### config.mk
export PLATFORM = sky130hd
export DESIGN_NAME = button_events
export DESIGN_NICKNAME = d
export VERILOG_FILES = /design/src/rtl/button_evt_pkg.sv /design/src/rtl/button_event_one.sv /design/src/rtl/button_events.sv
export SDC_FILE = /design/constraint.sdc
export NUM_CORES = 1
export LEC_CHECK = 0
export CORE_UTILIZATION = 62
export DETAILED_ROUTE_END_ITERATION = 6
export GPL_TIMING_DRIVEN = 0
export HOLD_SLACK_MARGIN = 0.05
export PLACE_DENSITY = 0.93
export SYNTH_ARGS = -nofsm -noshare
export SYNTH_HDL_FRONTEND = slang
export SYNTH_SLANG_ARGS = --single-unit
export TNS_END_PERCENT = 10
### constraint.sdc
create_clock -name clock -period 8.65 [get_ports clock]
set_clock_uncertainty 0.2 [all_clocks]
set_input_delay 1.73 -clock clock [delete_from_list [all_inputs] [get_ports clock]]
set_output_delay 1.73 -clock clock [all_outputs]
set_load 0.05 [all_outputs]
### src/rtl/button_evt_pkg.sv
// Shared types for the button event block.
//   evt_code_e  : event codes as they appear in the queued event word
//   btn_state_e : per-channel button FSM states
//   pack_evt    : builds {code, index} for a queue entry (index up to MAX_IW bits)
package button_evt_pkg;

  typedef enum logic [1:0] {
    PRESS   = 2'd0,
    RELEASE = 2'd1,
    LONG    = 2'd2,
    REPEAT  = 2'd3
  } evt_code_e;

  typedef enum logic [1:0] {
    IDLE    = 2'd0,
    PRESSED = 2'd1,
    HELD    = 2'd2
  } btn_state_e;

  localparam int NUM_CODES = 4;
  localparam int MAX_IW    = 4;

  function automatic logic [2+MAX_IW-1:0] pack_evt(input evt_code_e code,
                                                   input logic [MAX_IW-1:0] idx);
    return {code, idx};
  endfunction

endpackage

### src/rtl/button_event_one.sv
// One debounced channel: edge detector, press/hold FSM, hold counter in ms ticks,
// and four registered 1-cycle event pulses.
//   clock, reset : system clock, synchronous active-high reset
//   tick         : 1 ms strobe from the shared prescaler
//   level        : debounced switch level, 1 = pressed
//   press, release_evt, long_press, repeat_evt : registered event pulses
//
// state   | meaning
// IDLE    | button up, waiting for a rising edge
// PRESSED | button down, counting ticks toward the long-press event
// HELD    | long press already reported, emitting periodic repeats
module button_event_one
  import button_evt_pkg::*;
#(
  parameter int LONG_MS   = 1000,
  parameter int REPEAT_MS = 200
) (
  input  logic clock,
  input  logic reset,
  input  logic tick,
  input  logic level,
  output logic press,
  output logic release_evt,
  output logic long_press,
  output logic repeat_evt
);

  localparam int HOLD_MAX = (LONG_MS > REPEAT_MS) ? LONG_MS : REPEAT_MS;
  localparam int HW       = $clog2(HOLD_MAX);
  localparam logic [HW-1:0] LONG_LAST   = HW'(LONG_MS - 1);
  localparam logic [HW-1:0] REPEAT_LAST = HW'(REPEAT_MS - 1);

  btn_state_e    state, state_nxt;
  logic          prev;
  logic [HW-1:0] hold, hold_nxt;
  logic          press_nxt, release_nxt, long_nxt, repeat_nxt;
  logic          rise, fall;

  assign rise = level & ~prev;
  assign fall = ~level & prev;

  // prev tracks the input during reset too, so a level already high at
  // reset release never looks like a rising edge.
  always_ff @(posedge clock) begin
    if (reset) begin
      state       <= IDLE;
      prev        <= level;
      hold        <= '0;
      press       <= 1'b0;
      release_evt <= 1'b0;
      long_press  <= 1'b0;
      repeat_evt  <= 1'b0;
    end else begin
      state       <= state_nxt;
      prev        <= level;
      hold        <= hold_nxt;
      press       <= press_nxt;
      release_evt <= release_nxt;
      long_press  <= long_nxt;
      repeat_evt  <= repeat_nxt;
    end
  end

  // A falling edge always wins over a tick in the same cycle.
  always_comb begin
    state_nxt   = state;
    hold_nxt    = hold;
    press_nxt   = 1'b0;
    release_nxt = 1'b0;
    long_nxt    = 1'b0;
    repeat_nxt  = 1'b0;
    unique case (state)
      IDLE: begin
        if (rise) begin
          state_nxt = PRESSED;
          hold_nxt  = '0;
          press_nxt = 1'b1;
        end
      end
      PRESSED: begin
        if (fall) begin
          state_nxt   = IDLE;
          release_nxt = 1'b1;
        end else if (tick) begin
          if (hold == LONG_LAST) begin
            state_nxt = HELD;
            hold_nxt  = '0;
            long_nxt  = 1'b1;
          end else begin
            hold_nxt = hold + 1'b1;
          end
        end
      end
      HELD: begin
        if (fall) begin
          state_nxt   = IDLE;
          release_nxt = 1'b1;
        end else if (tick) begin
          if (hold == REPEAT_LAST) begin
            hold_nxt   = '0;
            repeat_nxt = 1'b1;
          end else begin
            hold_nxt = hold + 1'b1;
          end
        end
      end
      default: state_nxt = IDLE;
    endcase
  end

endmodule

### src/rtl/button_events.sv
// Turns debounced switch levels into per-channel event pulses and a queued
// event stream.
//   clock, reset       : system clock, synchronous active-high reset
//   switch_db          : debounced levels, 1 = pressed
//   press, release_evt, long_press, repeat_evt : per-channel 1-cycle pulses
//   evt_valid/evt_ready: queue head handshake
//   evt_data           : {code[1:0], index[IW-1:0]} of the queue head
//   evt_ovf            : sticky, an event was lost; ovf_clr clears it
module button_events
  import button_evt_pkg::*;
#(
  parameter int INPUTS     = 16,
  parameter int TICK_DIV   = 50000,
  parameter int LONG_MS    = 1000,
  parameter int REPEAT_MS  = 200,
  parameter int FIFO_DEPTH = 8,
  localparam int IW = (INPUTS > 1) ? $clog2(INPUTS) : 1,
  localparam int DW = 2 + IW
) (
  input  logic              clock,
  input  logic              reset,
  input  logic [INPUTS-1:0] switch_db,
  output logic [INPUTS-1:0] press,
  output logic [INPUTS-1:0] release_evt,
  output logic [INPUTS-1:0] long_press,
  output logic [INPUTS-1:0] repeat_evt,
  output logic              evt_valid,
  input  logic              evt_ready,
  output logic [DW-1:0]     evt_data,
  output logic              evt_ovf,
  input  logic              ovf_clr
);

  localparam int PW = (TICK_DIV > 1) ? $clog2(TICK_DIV) : 1;
  localparam int AW = $clog2(FIFO_DEPTH);
  localparam int CW = AW + 1;

  // ms prescaler
  logic [PW-1:0] pre_cnt;
  logic          tick;

  assign tick = (pre_cnt == PW'(TICK_DIV - 1));

  always_ff @(posedge clock) begin
    if (reset || tick) pre_cnt <= '0;
    else               pre_cnt <= pre_cnt + 1'b1;
  end

  for (genvar g = 0; g < INPUTS; g++) begin : g_ch
    button_event_one #(
      .LONG_MS  (LONG_MS),
      .REPEAT_MS(REPEAT_MS)
    ) u_ch (
      .clock      (clock),
      .reset      (reset),
      .tick       (tick),
      .level      (switch_db[g]),
      .press      (press[g]),
      .release_evt(release_evt[g]),
      .long_press (long_press[g]),
      .repeat_evt (repeat_evt[g])
    );
  end

  // Row index equals the event code.
  logic [NUM_CODES-1:0][INPUTS-1:0] pulses, pend, pend_nxt, push_mask;

  assign pulses = {repeat_evt, long_press, release_evt, press};

  // Priority arbiter: scan from the top so the last hit is the lowest code,
  // then the lowest index.
  logic            arb_found;
  evt_code_e       arb_code;
  logic [IW-1:0]   arb_idx;

  always_comb begin
    arb_found = 1'b0;
    arb_code  = PRESS;
    arb_idx   = '0;
    for (int c = NUM_CODES - 1; c >= 0; c--) begin
      for (int i = INPUTS - 1; i >= 0; i--) begin
        if (pend[c][i]) begin
          arb_found = 1'b1;
          arb_code  = evt_code_e'(2'(c));
          arb_idx   = IW'(i);
        end
      end
    end
  end

  logic [CW-1:0] count;
  logic          push, pop, lost;

  // Full is judged on the registered count: a pop in the same cycle does not
  // open a slot until the next cycle.
  assign push = arb_found && (count != CW'(FIFO_DEPTH));
  assign pop  = evt_valid && evt_ready;

  always_comb begin
    push_mask = '0;
    if (push) push_mask[arb_code][arb_idx] = 1'b1;
  end

  // A pulse landing on the bit being pushed this cycle is a fresh event and
  // stays pending; only a pulse on a bit that stays set is lost.
  assign pend_nxt = (pend & ~push_mask) | pulses;
  assign lost     = |(pulses & pend & ~push_mask);

  always_ff @(posedge clock) begin
    if (reset) begin
      pend    <= '0;
      evt_ovf <= 1'b0;
    end else begin
      pend <= pend_nxt;
      if (lost)         evt_ovf <= 1'b1;
      else if (ovf_clr) evt_ovf <= 1'b0;
    end
  end

  // Event FIFO
  logic [2+MAX_IW-1:0] packed_evt;
  logic [DW-1:0]       entry;
  logic [DW-1:0]       mem [FIFO_DEPTH];
  logic [AW-1:0]       wr_ptr, rd_ptr;

  assign packed_evt = pack_evt(arb_code, MAX_IW'(arb_idx));
  assign entry      = {packed_evt[2+MAX_IW-1 -: 2], packed_evt[IW-1:0]};

  always_ff @(posedge clock) begin
    if (reset) begin
      wr_ptr <= '0;
      rd_ptr <= '0;
      count  <= '0;
    end else begin
      if (push) wr_ptr <= wr_ptr + 1'b1;
      if (pop)  rd_ptr <= rd_ptr + 1'b1;
      case ({push, pop})
        2'b10:   count <= count + 1'b1;
        2'b01:   count <= count - 1'b1;
        default: count <= count;
      endcase
    end
  end

  always_ff @(posedge clock) begin
    if (push) mem[wr_ptr] <= entry;
  end

  assign evt_valid = (count != '0);
  // Storage is not reset, so the head is masked while the queue is empty.
  assign evt_data  = evt_valid ? mem[rd_ptr] : '0;

endmodule

met2.png
Cells faint in the background.
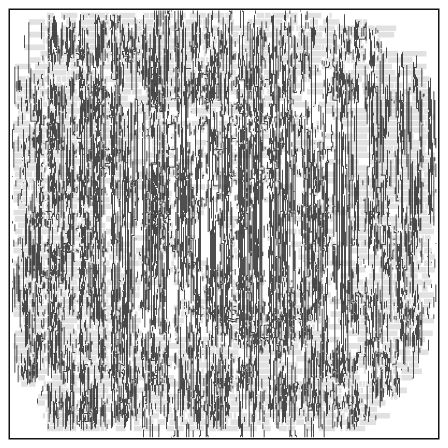
The longest straight run is 111 µm. The wires run mostly vertical. 2220 nets have wire on it.

met3.png
Scale bar: 50 µm.
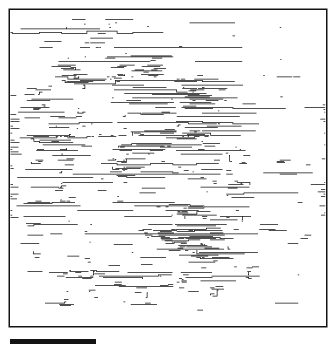
The layer holds 8.2% of the routed length. The longest straight run is 100 µm. The wires run mostly horizontal. 337 nets have wire on it.
met3 Resource Use GR: 6.434%
vias: 18257
drt total wl: 63460 µm

gate_families.png
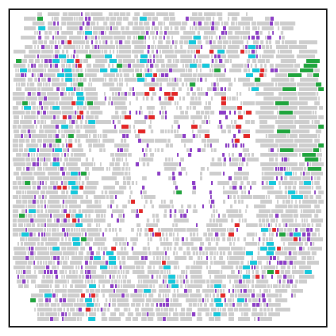
Key: multiplexers = green [cells 41, most used mux2i_1]; adder and majority cells = cyan [cells 87, most used ha_1, where widely spread]; NAND gates = purple [cells 405, most used nand2_1, where widely spread]; AND-OR and OR-AND gates = red [cells 55, most used a21o_1]
logic share of the area: 44.66%
Commonest Layout Cell: dfxtp_1
Cell Count, Final, Fillers Out: 2937

registers.png
Other sequential cells in the stronger gray, the rest of the logic in the fainter gray.
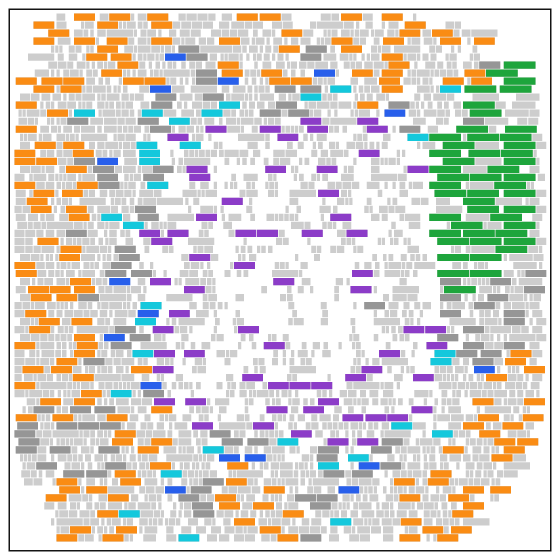
Key: mem = green [flops 48]; g_ch.u_ch.state = cyan [flops 32]; g_ch.u_ch.repeat_evt = blue [flops 16]; pend = purple [flops 64]; g_ch.u_ch.hold = orange [flops 160, where widely spread]
Another 94 sequential cells are not colored.

final_congestion.png
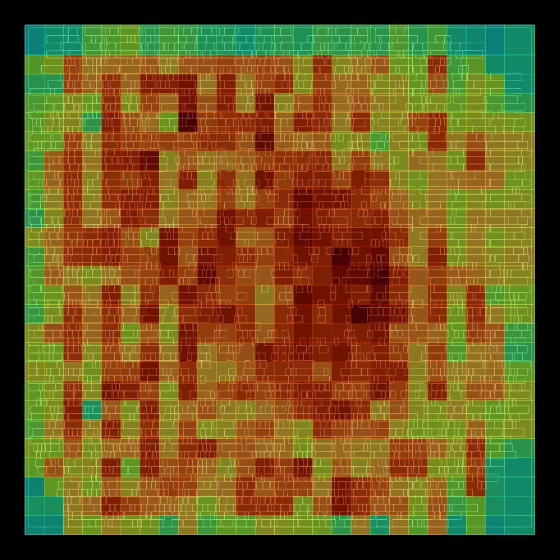
grt met2 use: 63.41%
M1 GR Usage: 45.91%
Total Routing Usage GR: 37.42%
most used routing layer: met2

## per-layer routing
layer  share of wire, %  vias up  track usage, %
li1                   -     8446               -
met1                 39     8763           45.91
met2                 47      856           63.41
met3                8.2      192           6.434
met4                5.2        0           18.70
met5                  0        -               0
## path summary, 6_finish.rpt
kind | cells past startpoint | slack, ps | to
worst min-delay path | 1 | 260 | pre_cnt[0]
worst min register to register | 1 | 260 | pre_cnt[0]
worst max-delay path | 5 | 3490 | evt_data[2]
worst max register to register | 10 | 3500 | evt_ovf
## stage by stage
stage	hold slack, ps	util (%)	instances	total power (µW)
after detailed placement	246.3	67.26	2854	3779
final	257.6	71.95	2937	5761
after global placement	239.4	67.26	2854	3710
after CTS	260.0	71.94	2936	5724
after global routing	288.9	71.94	2936	5966
after floorplan	229.5	-	2322	3303
==> impl_metrics.tcl <==
# flow metrics
set metrics [dict create \
    clock_buffers 70 \
    cts_setup_buffers 0 \
    power_density_nw_per_um2 246.7 \
    chipArea_um2 33590 \
    numSynthFlops 414 \
    logic_area_um2 10430 \
    wl_per_cell_um 21.61 \
    slew_viol_final 0 \
    cts_buffers 45 \
    cts_tree "built" \
    lay_top_cells "366 x dfxtp_1, 309 x nor2_1, 199 x nand2_1, 145 x a21oi_1, 122 x inv_1" \
    antenna_found_initial 1 \
    synth_warnings 0 \
    syn_to_final_growth_pct 14.61 \
    hold_viol 0 \
    placed_cell_area_um2 21830 \
    ff_type "dfxtp_1" \
    finalCritPeriodShare_pct 59.63 \
    ys_sh_aoi_pct 12.97 \
    postSynthSeqShare_pct 43.04 \
    p_clk_share_pct 34.0 \
    place.gp.congestion 1.046 \
    critical_path_arrival_ps 3230 \
    yosys_area_um2 20370 \
    floorplan.nets 2429 \
    cp_max_fo 10 \
    cp_top_family "buffers and inverters" \
    dieWidth_um 183.3 \
    combinationalPowerShare_pct 27.1 \
    taps 442 \
    firstDrtPassIters 6 \
    yosys_cells 2322 \
    ios 92 \
    nNonClkBuffers 204 \
    final-clk-cell-share_pct 6.511 \
    tool_warnings 74 \
    die_h_um 183.3 \
    switching_share_pct 33.99 \
    drc_errors 0 \
    p_seq_share_pct 38.9 \
    edf_count 48 \
    nets 2566 \
    hold_start "pre_cnt[0]" \
    grt_max_degree 15 \
    ys_sh_adder_pct 5.380 \
    portBuffers 90 \
    final_area_um2 23350 \
    multi_input_comb_cells 1672 \
    ys_types 83 \
    inv_count 122 \
    async_flop_share_pct 0 \
    diodes 1 \
    start_kind "flip-flop" \
    initialDrtViolationCount 1754 \
    end_kind "output port" \
    powerSeq_uw 2240 \
    regToRegStartpoint "pend[62]" \
    hold_class "flip-flop to flip-flop" \
    layout-drive-gt1-share_pct 7.338 \
    h-tree-depth 2 \
    clock_sinks 414 \
    cts_buffer_depth 3 \
    synth_top_cell_by_count "dfxtp_1" \
    tightest_slew_ps 1293 \
    avgSynthCellArea_um2 8.774 \
    antenna_left 0 \
    flops 414 \
    rows 66 \
    ctsResizeCount 0 \
    top_area_cell "dfxtp_1" \
    synth_top_area_share_pct 35.96 \
    fillers 2340 \
    critPathKind "flip-flop to output port" \
    dp_hpwl_um 45930 \
    ys_sh_mux_pct 2.770 \
    syn_area_um2 20370 \
    largest_class "logic gates" \
    fp_util_pct 62.78 \
    outcome "complete, no violations" \
    preCtsSetupSlack_ps 3635 \
    common_cells "366 x dfxtp_1, 309 x nor2_1, 199 x nand2_1" \
    cts_hold_buffers 0 \
    cp_slowest_cell "clkdlybuf4s50_1" \
    cts_root_buf "clkbuf_16" \
    relSlewSlack_pct 13.01 \
    max_stage_delay_ps 790 \
    clkTransAtPathRegs_ps 60 \
    crit_buf_inv 2 \
    viasPerCell 6.216 \
    drv_cap 0 \
    largest_register_ffs 160 \
]
Power and IR drop assume default switching activity.
